File: config.mk
export PLATFORM = sky130hd
export DESIGN_NAME = cpu7_dbus_sram_resp
export DESIGN_NICKNAME = d
export VERILOG_FILES = /design/src/rtl/cpu7_dbus_sram_resp.sv
export SDC_FILE = /design/constraint.sdc
export NUM_CORES = 1
export LEC_CHECK = 0
export ABC_AREA = 1
export CORE_ASPECT_RATIO = 1.2
export CORE_MARGIN = 2
export CORE_UTILIZATION = 44
export CTS_BUF_LIST = sky130_fd_sc_hd__clkbuf_4 sky130_fd_sc_hd__clkbuf_8
export CTS_CLUSTER_SIZE = 14
export DETAILED_ROUTE_END_ITERATION = 10
export DONT_BUFFER_PORTS = 1
export PLACE_DENSITY = 0.66
export REMOVE_ABC_BUFFERS = 1
export SYNTH_ARGS = -nofsm -noshare
export SYNTH_HDL_FRONTEND = slang
export SYNTH_SLANG_ARGS = --single-unit
File: constraint.sdc
create_clock -name clk -period 4.1 [get_ports clk]
set_input_delay 0.82 -clock clk [delete_from_list [all_inputs] [get_ports clk]]
set_output_delay 0.82 -clock clk [all_outputs]
set_load 0.01 [all_outputs]
File: src/rtl/cpu7_dbus_sram_resp.sv
// cpu7_dbus_sram_resp
//   Responder for the cpu7 data-side bus in no-cache builds. Accepts one request at a
//   time, performs it on a single-port synchronous SRAM and returns the response. It
//   also tracks the ll/sc link, handles request cancellation and raises an address
//   exception (ADEM) for accesses outside the SRAM window.
//
// Ports
//   clk, resetn                        clock, asynchronous active-low reset
//   data_req/wr/prefetch/ll/sc         request qualifiers
//   data_addr/wdata/pc, data_wstrb     byte address, store data, PC (unused), byte enables
//   data_cancel, data_cancel_ex2       kill the in-flight request (ORed)
//   data_recv                          consumer accepts the response
//   data_addr_ok, data_data_ok         request accept, response valid
//   data_rdata, data_badvaddr          load data, faulting address
//   data_exception, data_exccode       fault flag and code
//   data_scsucceed                     sc result, valid with data_data_ok
//   data_req_empty                     no request in flight
//   ram_en/we/addr/wdata, ram_rdata    SRAM command and read data (read data one cycle later)

module cpu7_dbus_sram_resp #(
    parameter int unsigned MEM_LAT = 0,
    parameter int unsigned ADDR_W  = 14,
    parameter logic [31:0] BASE    = 32'h1c000000
) (
    input  logic              clk,
    input  logic              resetn,
    input  logic              data_req,
    input  logic              data_wr,
    input  logic              data_prefetch,
    input  logic              data_ll,
    input  logic              data_sc,
    input  logic [31:0]       data_addr,
    input  logic [31:0]       data_wdata,
    input  logic [31:0]       data_pc,
    input  logic [3:0]        data_wstrb,
    input  logic              data_cancel,
    input  logic              data_cancel_ex2,
    input  logic              data_recv,
    output logic              data_addr_ok,
    output logic              data_data_ok,
    output logic [31:0]       data_rdata,
    output logic [31:0]       data_badvaddr,
    output logic              data_exception,
    output logic [5:0]        data_exccode,
    output logic              data_scsucceed,
    output logic              data_req_empty,
    output logic              ram_en,
    output logic [3:0]        ram_we,
    output logic [ADDR_W-1:0] ram_addr,
    output logic [31:0]       ram_wdata,
    input  logic [31:0]       ram_rdata
);

    localparam logic [2:0] LatInit = 3'(MEM_LAT);
    localparam logic [5:0] ExcAdem = 6'h08;

    typedef enum logic [1:0] {StIdle, StWait, StLoad, StResp} state_e;

    state_e      state_q, state_d;
    logic        rst_done_q, rst_done_d;
    logic [2:0]  cnt_q, cnt_d;
    logic [29:0] addr_q, addr_d;          // word address
    logic        wr_q, wr_d;
    logic [3:0]  wstrb_q, wstrb_d;
    logic [31:0] wdata_q, wdata_d;
    logic        ll_q, ll_d;
    logic        sc_q, sc_d;
    logic        cancel_q, cancel_d;
    logic        link_q, link_d;
    logic [29:0] link_addr_q, link_addr_d;
    logic [31:0] rdata_q, rdata_d;
    logic [31:0] badvaddr_q, badvaddr_d;
    logic        exc_q, exc_d;
    logic [5:0]  exccode_q, exccode_d;
    logic        scsucceed_q, scsucceed_d;

    logic cancel_in;
    logic hit;
    logic issue;
    logic issue_kill;
    logic is_write;
    logic sc_ok;
    logic unused_pc;

    assign unused_pc  = ^data_pc;

    assign cancel_in  = data_cancel | data_cancel_ex2;
    assign hit        = (data_addr[31:ADDR_W+2] == BASE[31:ADDR_W+2]);
    assign issue      = (state_q == StWait) && (cnt_q == 3'd0);
    // A cancel seen in the issue cycle itself must still suppress the write.
    assign issue_kill = cancel_q | cancel_in;
    assign is_write   = wr_q | sc_q;
    assign sc_ok      = link_q && (link_addr_q == addr_q);

    assign data_addr_ok   = (state_q == StIdle) && rst_done_q;
    assign data_req_empty = (state_q == StIdle);
    assign data_data_ok   = (state_q == StResp) && !cancel_q;
    assign data_rdata     = rdata_q;
    assign data_badvaddr  = badvaddr_q;
    assign data_exception = exc_q;
    assign data_exccode   = exccode_q;
    assign data_scsucceed = scsucceed_q;

    assign ram_en    = issue;
    assign ram_addr  = addr_q[ADDR_W-1:0];
    assign ram_wdata = wdata_q;

    always_comb begin
        ram_we = 4'b0000;
        // A failing sc is issued as a read so the SRAM access pattern stays uniform.
        if (issue && is_write && !issue_kill && (!sc_q || sc_ok)) begin
            ram_we = wstrb_q;
        end
    end

    always_comb begin
        state_d     = state_q;
        rst_done_d  = 1'b1;
        cnt_d       = cnt_q;
        addr_d      = addr_q;
        wr_d        = wr_q;
        wstrb_d     = wstrb_q;
        wdata_d     = wdata_q;
        ll_d        = ll_q;
        sc_d        = sc_q;
        cancel_d    = cancel_q;
        link_d      = link_q;
        link_addr_d = link_addr_q;
        rdata_d     = rdata_q;
        badvaddr_d  = badvaddr_q;
        exc_d       = exc_q;
        exccode_d   = exccode_q;
        scsucceed_d = scsucceed_q;

        case (state_q)
            StIdle: begin
                // Prefetches are accepted and dropped without touching any state.
                if (data_req && data_addr_ok && !data_prefetch) begin
                    addr_d      = data_addr[31:2];
                    wr_d        = data_wr;
                    wstrb_d     = data_wstrb;
                    wdata_d     = data_wdata;
                    ll_d        = data_ll;
                    sc_d        = data_sc;
                    cnt_d       = LatInit;
                    cancel_d    = 1'b0;
                    rdata_d     = 32'h0;
                    scsucceed_d = 1'b0;
                    if (hit) begin
                        state_d    = StWait;
                        exc_d      = 1'b0;
                        exccode_d  = 6'h00;
                        badvaddr_d = 32'h0;
                    end else begin
                        state_d    = StResp;
                        exc_d      = 1'b1;
                        exccode_d  = ExcAdem;
                        badvaddr_d = data_addr;
                    end
                end
            end
            StWait: begin
                if (cancel_in) begin
                    cancel_d = 1'b1;
                end
                if (cnt_q == 3'd0) begin
                    state_d = StLoad;
                    // Link is only updated by requests that are still alive at issue.
                    if (!issue_kill) begin
                        if (sc_q) begin
                            link_d      = 1'b0;
                            scsucceed_d = sc_ok;
                        end else if (wr_q) begin
                            if (addr_q == link_addr_q) begin
                                link_d = 1'b0;
                            end
                        end else if (ll_q) begin
                            link_d      = 1'b1;
                            link_addr_d = addr_q;
                        end
                    end
                end else begin
                    cnt_d = cnt_q - 3'd1;
                end
            end
            StLoad: begin
                if (cancel_in) begin
                    cancel_d = 1'b1;
                end
                rdata_d = is_write ? 32'h0 : ram_rdata;
                state_d = StResp;
            end
            StResp: begin
                if (cancel_q || data_recv) begin
                    state_d = StIdle;
                end
            end
            default: state_d = StIdle;
        endcase
    end

    always_ff @(posedge clk or negedge resetn) begin
        if (!resetn) begin
            state_q     <= StIdle;
            rst_done_q  <= 1'b0;
            cnt_q       <= 3'd0;
            addr_q      <= 30'h0;
            wr_q        <= 1'b0;
            wstrb_q     <= 4'h0;
            wdata_q     <= 32'h0;
            ll_q        <= 1'b0;
            sc_q        <= 1'b0;
            cancel_q    <= 1'b0;
            link_q      <= 1'b0;
            link_addr_q <= 30'h0;
            rdata_q     <= 32'h0;
            badvaddr_q  <= 32'h0;
            exc_q       <= 1'b0;
            exccode_q   <= 6'h00;
            scsucceed_q <= 1'b0;
        end else begin
            state_q     <= state_d;
            rst_done_q  <= rst_done_d;
            cnt_q       <= cnt_d;
            addr_q      <= addr_d;
            wr_q        <= wr_d;
            wstrb_q     <= wstrb_d;
            wdata_q     <= wdata_d;
            ll_q        <= ll_d;
            sc_q        <= sc_d;
            cancel_q    <= cancel_d;
            link_q      <= link_d;
            link_addr_q <= link_addr_d;
            rdata_q     <= rdata_d;
            badvaddr_q  <= badvaddr_d;
            exc_q       <= exc_d;
            exccode_q   <= exccode_d;
            scsucceed_q <= scsucceed_d;
        end
    end

endmodule
Figure 1. Routed metal, one color a layer.
The bar under the picture is 20 µm long. Only two layers are drawn.
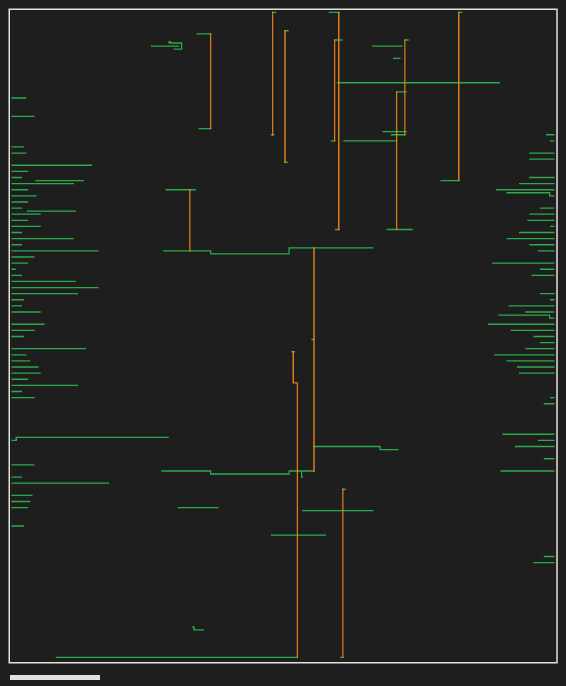
legend:
  met3:
    color: green
    wire_length: 934 µm
  met4:
    color: orange
    wire_length: 407 µm
detailed-route via count: 5055
routed wirelength normalized by instance count: 15.5 µm

Figure 2. Metal 1.
The bar under the picture is 20 µm long. Cells faint in the background.
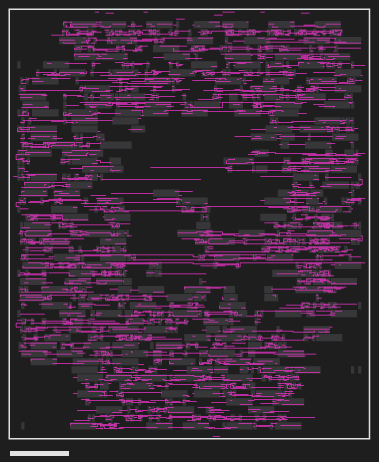
main direction: horizontal
nets with wire on the layer: 818
longest straight run: 42.3 µm
share of all routed wire: 43%
wire length on this layer: 6890 µm

==> impl_metrics.tcl <==
# metrics dict for downstream scripts
set metrics [dict create \
    cts.sink_count 173 \
    register_clock_pin_slew_on_the_reported_worst_setup_and_hold_paths_ps 90 \
    worstSetupStartpoint "link_addr_q[20]$_DFFE_PN0P_" \
    synth_stat.cells 831 \
    timing.critical_path.to_type "output pin" \
    layout_top_cells_excl_fill_tap "sky130_fd_sc_hd__nand2_1, sky130_fd_sc_hd__dfrtp_1, sky130_fd_sc_hd__o21ai_0" \
    n_antenna_cell 0 \
    timing.critical_path.cells "xnor2_1, nand2_1, nor2_1, nand2_1, nor2_1, nand3_1, nand2_1, nand2_1, nor2_1" \
    cts-htree-levels 4 \
    timing_max_transition_violations_final 0 \
    clk_root_buffer_cell "sky130_fd_sc_hd__clkbuf_8" \
    seqAreaFraction_pct 56.0 \
    period_minus_slack_ps 2900 \
    post-dp-hpwl_mm 10.7 \
    static-leakage-power_nw 3.75 \
    synth.lib_cells_used.distinct 26 \
    grt_util_all_layers_pct 18.5 \
    status "finished, final reports clean" \
    worst_r2r_startpoint "state_q[0]$_DFFE_PN0P_" \
    worst-path-buf-inv 0 \
    top_post_synthesis_cells_by_count "sky130_fd_sc_hd__nand2_1, sky130_fd_sc_hd__dfrtp_1, sky130_fd_sc_hd__o21ai_0" \
    tritoncts_clock_tree "built" \
    clk_pwr_share_pct 19.7 \
    final_layout_top_logic_cell "sky130_fd_sc_hd__nand2_1" \
    area_leaders "sky130_fd_sc_hd__dfrtp_1, sky130_fd_sc_hd__nand2_1, sky130_fd_sc_hd__o21ai_0, sky130_fd_sc_hd__inv_1, sky130_fd_sc_hd__nor2_1" \
    post-synth-top-count-cell "sky130_fd_sc_hd__nand2_1" \
    hold_viol 0 \
    chipHeight_um 145 \
    finalCritPeriodShare_pct 70.7 \
    rows 51 \
    final_layout_size_suffix_gt1_share_pct 5.73 \
    worst_path_max_delay_cell "sky130_fd_sc_hd__dfrtp_1" \
    first_pass_grt_wire_length_mm 25.4 \
    comb_cells 544 \
    warnings 63 \
    finalSetupTns_ps 0 \
    antenna_violations_before_repair 0 \
    final.signal_inverter_count 64 \
    dominant_power_group "registers" \
    drv_cap 0 \
    power.switching_mw 2.38 \
    grt_pass1_vias 4832 \
    drt-vias-per-instance 4.90 \
    worst_ep_required_time_ps 3280 \
    overall_power_consumption_mw 5.97 \
    synth_top_area_share_pct 59.3 \
    pwr.group.clock_mw 1.18 \
    die-area_mm2 0.0176 \
    seq_power_share_pct 54.6 \
    ctsLongestPathBuffers 2 \
    syn_area_per_cell_um2 8.78 \
    worstRegToRegCells 11 \
    antenna_nets_post_route 0 \
    synth.comb.largest_family "simple AND/OR/NAND/NOR gates" \
    crit_type "reg -> out" \
    flow.area_growth_from_synthesis_pct 5.92 \
    synth_adder_area_share_pct 1.20 \
    max_freq_ghz 0.345 \
    synth.largest_area_cell "sky130_fd_sc_hd__dfrtp_1" \
    clkbuf_count 19 \
]
Figure 3. Close-up of the layout.
The bar under the picture is 5 µm long. Window x 81 to 101, y 99 to 119 µm. Cells in gray, sequential cells in the stronger gray; small squares are vias.
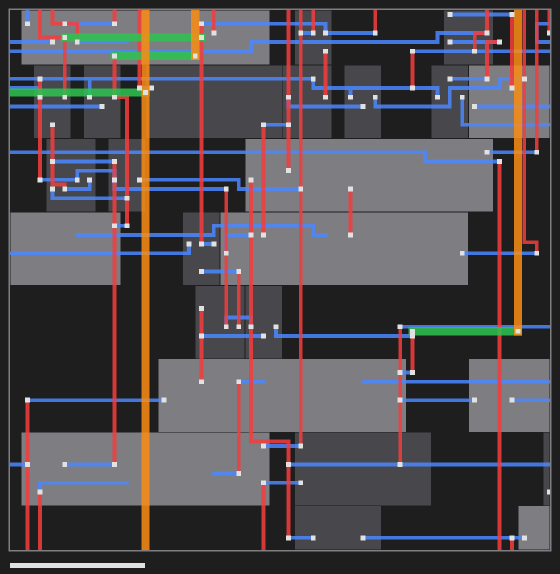
legend:
  met2:
    color: red
  met1:
    color: blue
  met3:
    color: green
  met4:
    color: orange
cells with their middle in the window: 20
most frequent: nor2_1 (5), dfrtp_1 (5), a21oi_1 (4)
netlist names of flops here include: `data_rdata` (5)
sequential cells in the window: 5

## through the flow
stage | std cells | hold WS [ps] | setup slack, ps | instance area (µm²) | util, %
2_1_floorplan | 781 | 442 | 316 | 7000 | -
3_3_place_gp | 1000 | 457 | 1480 | 7330 | 45.2
3_5_place_dp | 1000 | 465 | 1460 | 7330 | 45.2
4_1_cts | 1032 | 12.7 | 1100 | 7730 | 47.7
5_1_grt | 1032 | 6.21 | 962 | 7730 | 47.7
6_report | 1032 | 57.4 | 1200 | 7730 | 47.7
## metal layers
layer | routed length [µm] | global-route usage [%]
met1 | 6890 | 24.1
met2 | 7790 | 29.4
met3 | 933 | 5.27
met4 | 406 | 7.13
met5 | 0 | 0
Power and IR drop assume default switching activity.
